--- config.mk ---
export PLATFORM = sky130hd
export DESIGN_NAME = divn_ramp_ctrl
export DESIGN_NICKNAME = d
export VERILOG_FILES = /design/src/rtl/divn_ramp_ctrl.sv
export SDC_FILE = /design/constraint.sdc
export NUM_CORES = 1
export LEC_CHECK = 0
export ABC_AREA = 0
export CORE_UTILIZATION = 45
export CTS_BUF_LIST = sky130_fd_sc_hd__clkbuf_2
export DETAILED_ROUTE_END_ITERATION = 6
export GPL_ROUTABILITY_DRIVEN = 0
export GPL_TIMING_DRIVEN = 0
export PLACE_DENSITY = 0.67
export SETUP_SLACK_MARGIN = 0.05
export SLEW_MARGIN = 25
export SYNTH_ARGS = -nofsm -noshare
export SYNTH_HDL_FRONTEND = slang
export SYNTH_SLANG_ARGS = --single-unit
--- constraint.sdc ---
create_clock -name refclk -period 5.5 [get_ports refclk]
set_input_delay 1.65 -clock refclk [delete_from_list [all_inputs] [get_ports refclk]]
set_output_delay 1.65 -clock refclk [all_outputs]
set_load 0.02 [all_outputs]
--- src/rtl/divn_ramp_ctrl.sv ---
// divn_ramp_ctrl: walks the PLL feedback divider to a requested target in bounded, held steps, then qualifies lock
//
// Accepts a target over req_valid/req_ready and clamps it to [DIVN_MIN, DIVN_MAX].
// It then steps divn toward the target by at most STEP per step. Each step is held for HOLD_CYCLES refclk cycles.
// After the last step it waits for LOCK_QUAL consecutive locked cycles, or gives up after LOCK_TIMEOUT cycles.
// Optional build macro: DIVN_RAMP_BRAKE_PAUSE_EN. When it is defined, brake_active freezes the sequencer outside IDLE.
// Ports:
//   refclk, reset            clock and synchronous active-high reset
//   req_valid/req_ready      target request handshake; req_divn is sampled on the accept edge
//   locked, brake_active     PLL phase-lock and droop-brake status
//   divn                     registered divider value driven to the PLL
//   busy, done, timeout_err  sequencer active, end-of-sequence pulse, sticky timeout flag
module divn_ramp_ctrl #(
    parameter int DIVW         = 16,
    parameter int DIVN_RESET   = 10,
    parameter int DIVN_MIN     = 2,
    parameter int DIVN_MAX     = 1023,
    parameter int STEP         = 1,
    parameter int HOLD_CYCLES  = 32,
    parameter int LOCK_QUAL    = 4,
    parameter int LOCK_TIMEOUT = 4096
) (
    input  logic            refclk,
    input  logic            reset,
    input  logic            req_valid,
    output logic            req_ready,
    input  logic [DIVW-1:0] req_divn,
    input  logic            locked,
    input  logic            brake_active,
    output logic [DIVW-1:0] divn,
    output logic            busy,
    output logic            done,
    output logic            timeout_err
);
    localparam int HCW = $clog2(HOLD_CYCLES + 1);
    localparam int QCW = $clog2(LOCK_QUAL + 1);
    localparam int TCW = $clog2(LOCK_TIMEOUT + 1);
    localparam logic [DIVW-1:0] RST_W  = DIVW'(DIVN_RESET);
    localparam logic [DIVW-1:0] MIN_W  = DIVW'(DIVN_MIN);
    localparam logic [DIVW-1:0] MAX_W  = DIVW'(DIVN_MAX);
    localparam logic [DIVW-1:0] STEP_W = DIVW'(STEP);
    typedef enum logic [1:0] {IDLE, STEP_S, HOLD, LOCK_WAIT} state_t;
    state_t state;
    // cur is the working divider value; divn is its registered copy, so each step reaches the PLL one edge later
    logic [DIVW-1:0] cur, target, tgt_c, stp, step_nxt;
    logic signed [DIVW:0] delta;
    logic [DIVW:0] mag;
    logic [HCW-1:0] hold_cnt;
    logic [QCW-1:0] qual_cnt, qual_nxt;
    logic [TCW-1:0] tmo_cnt;
    logic frz;
`ifdef DIVN_RAMP_BRAKE_PAUSE_EN
    assign frz = brake_active & (state != IDLE);
`else
    logic unused_brake;
    assign unused_brake = brake_active;
    assign frz = 1'b0;
`endif
    assign req_ready = (state == IDLE) & ~reset;
    assign busy      = (state != IDLE) & ~reset;
    always_comb begin
        tgt_c    = (req_divn < MIN_W) ? MIN_W : (req_divn > MAX_W) ? MAX_W : req_divn;
        // one extra bit keeps the signed difference from wrapping, so a step never overshoots
        delta    = $signed({1'b0, target}) - $signed({1'b0, cur});
        mag      = delta[DIVW] ? $unsigned(-delta) : $unsigned(delta);
        stp      = (mag > {1'b0, STEP_W}) ? STEP_W : mag[DIVW-1:0];
        step_nxt = delta[DIVW] ? cur - stp : cur + stp;
        qual_nxt = locked ? qual_cnt + QCW'(1) : '0;
    end
    always_ff @(posedge refclk) begin
        if (reset) begin
            state       <= IDLE;
            cur         <= RST_W;
            target      <= RST_W;
            divn        <= RST_W;
            done        <= 1'b0;
            timeout_err <= 1'b0;
            hold_cnt    <= '0;
            qual_cnt    <= '0;
            tmo_cnt     <= '0;
        end else begin
            divn <= cur;
            done <= 1'b0;
            if (frz) begin
                qual_cnt <= '0;
            end else begin
                case (state)
                    IDLE: if (req_valid) begin
                        target      <= tgt_c;
                        timeout_err <= 1'b0;
                        qual_cnt    <= '0;
                        tmo_cnt     <= TCW'(LOCK_TIMEOUT - 1);
                        state       <= (tgt_c == cur) ? LOCK_WAIT : STEP_S;
                    end
                    STEP_S: begin
                        cur      <= step_nxt;
                        hold_cnt <= HCW'(HOLD_CYCLES - 1);
                        state    <= HOLD;
                    end
                    HOLD: if (hold_cnt == '0) begin
                        qual_cnt <= '0;
                        tmo_cnt  <= TCW'(LOCK_TIMEOUT - 1);
                        state    <= (cur == target) ? LOCK_WAIT : STEP_S;
                    end else begin
                        hold_cnt <= hold_cnt - HCW'(1);
                    end
                    LOCK_WAIT: if (qual_nxt == QCW'(LOCK_QUAL)) begin
                        // qualification wins a tie with the timeout
                        done  <= 1'b1;
                        state <= IDLE;
                    end else if (tmo_cnt == '0) begin
                        done        <= 1'b1;
                        timeout_err <= 1'b1;
                        state       <= IDLE;
                    end else begin
                        qual_cnt <= qual_nxt;
                        tmo_cnt  <= tmo_cnt - TCW'(1);
                    end
                    default: state <= IDLE;
                endcase
            end
        end
    end
endmodule
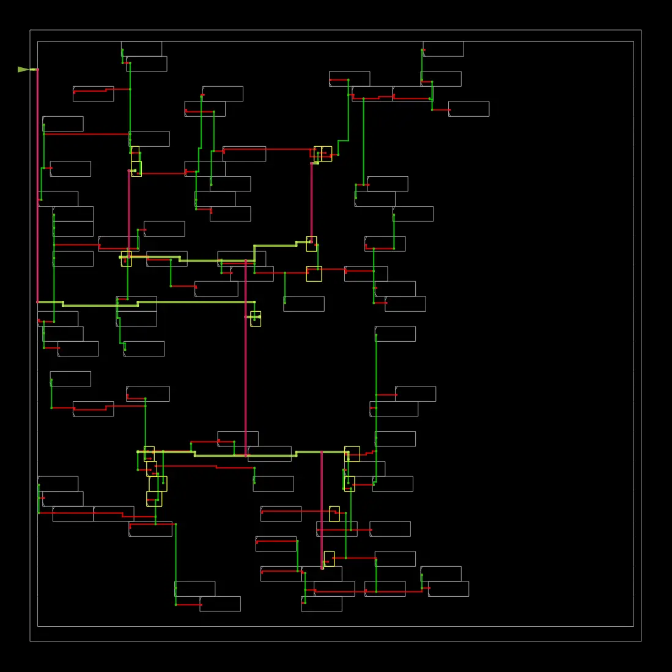
Fig. 1. Clock nets.
FF+latch count: 74
clk_lat worst skew: 0.56 ns
CTS Buf Count: 9
clock sinks: 74

==> notes.md <==
yosys + openroad results -> WHS Endpoint qual_cnt[1]$_SDFFE_PP0P_, # IOs 41, core box area 11,470 sq um, Root Buffer clkbuf_2, hold path depth 2, RSZ-0062 raised after global routing true, Signal buf overhead 12.42%, Longest Clk Path Bufs 2, postcts setup bufs 33, WP buf/inv 4, Fin Hold WS 0.4751 ns, final-stage net count 838, cell with the most instances after synthesis nor2_1, Setup crit start cur[3]$_SDFFE_PP1P_, fin area 6880 sq um, clk slew on worst S/H paths 0.22 ns, Logic inverters 37, Max Clk Rate 166.0 MHz, Cell area leaders dfxtp_1 28%, ha_1 8.7%, a21oi_1 5.7%, worst hold path class reg -> reg, Top cell excl fill/tap nor2_1, global routing usage on met3 2.624%, Final Worst Setup Slack -0.5228 ns, violated checks setup timing, initial DRC count 405, Crit. End Element flop, met2 Usage GRT 45.13%, syn nets 747, CTS resizes 76, xor/xnor share 4.738%, Synth Area in Adders 9.430%, Dominant comb cell simple AND/OR/NAND/NOR gates, Final setup viols 5, Util after Layout 60.00%, required time worst endpoint 5.94 ns, Antenna Diode Count 0, GRT busiest layer met2, Max Used Layer met4, WL met2 8079 microns, Final Hold Vio Count 0, status finished with violations, Cell Area, Synth 5334 sq um, M1 GR Usage 33.78%, mean number of vias per cell 5.991
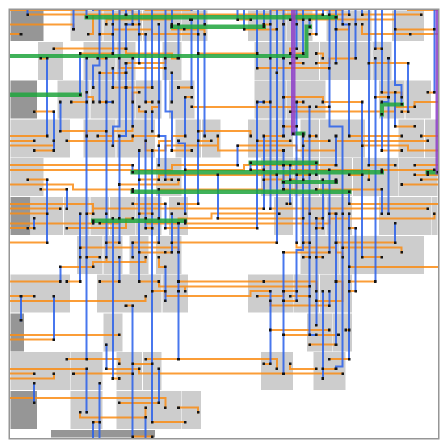
Fig. 2. Zoomed window.
Window x 68 to 98, y 13 to 43 microns. Cells in grey, sequential cells in the stronger grey; small squares are vias.
layer	colour
metal 4	purple
metal 2	blue
metal 1	orange
metal 3	green
sequential cells in the window	0
cells with their middle in the window	74
most frequent	o21ai_0 (9), a21oi_1 (8), ha_1 (6)

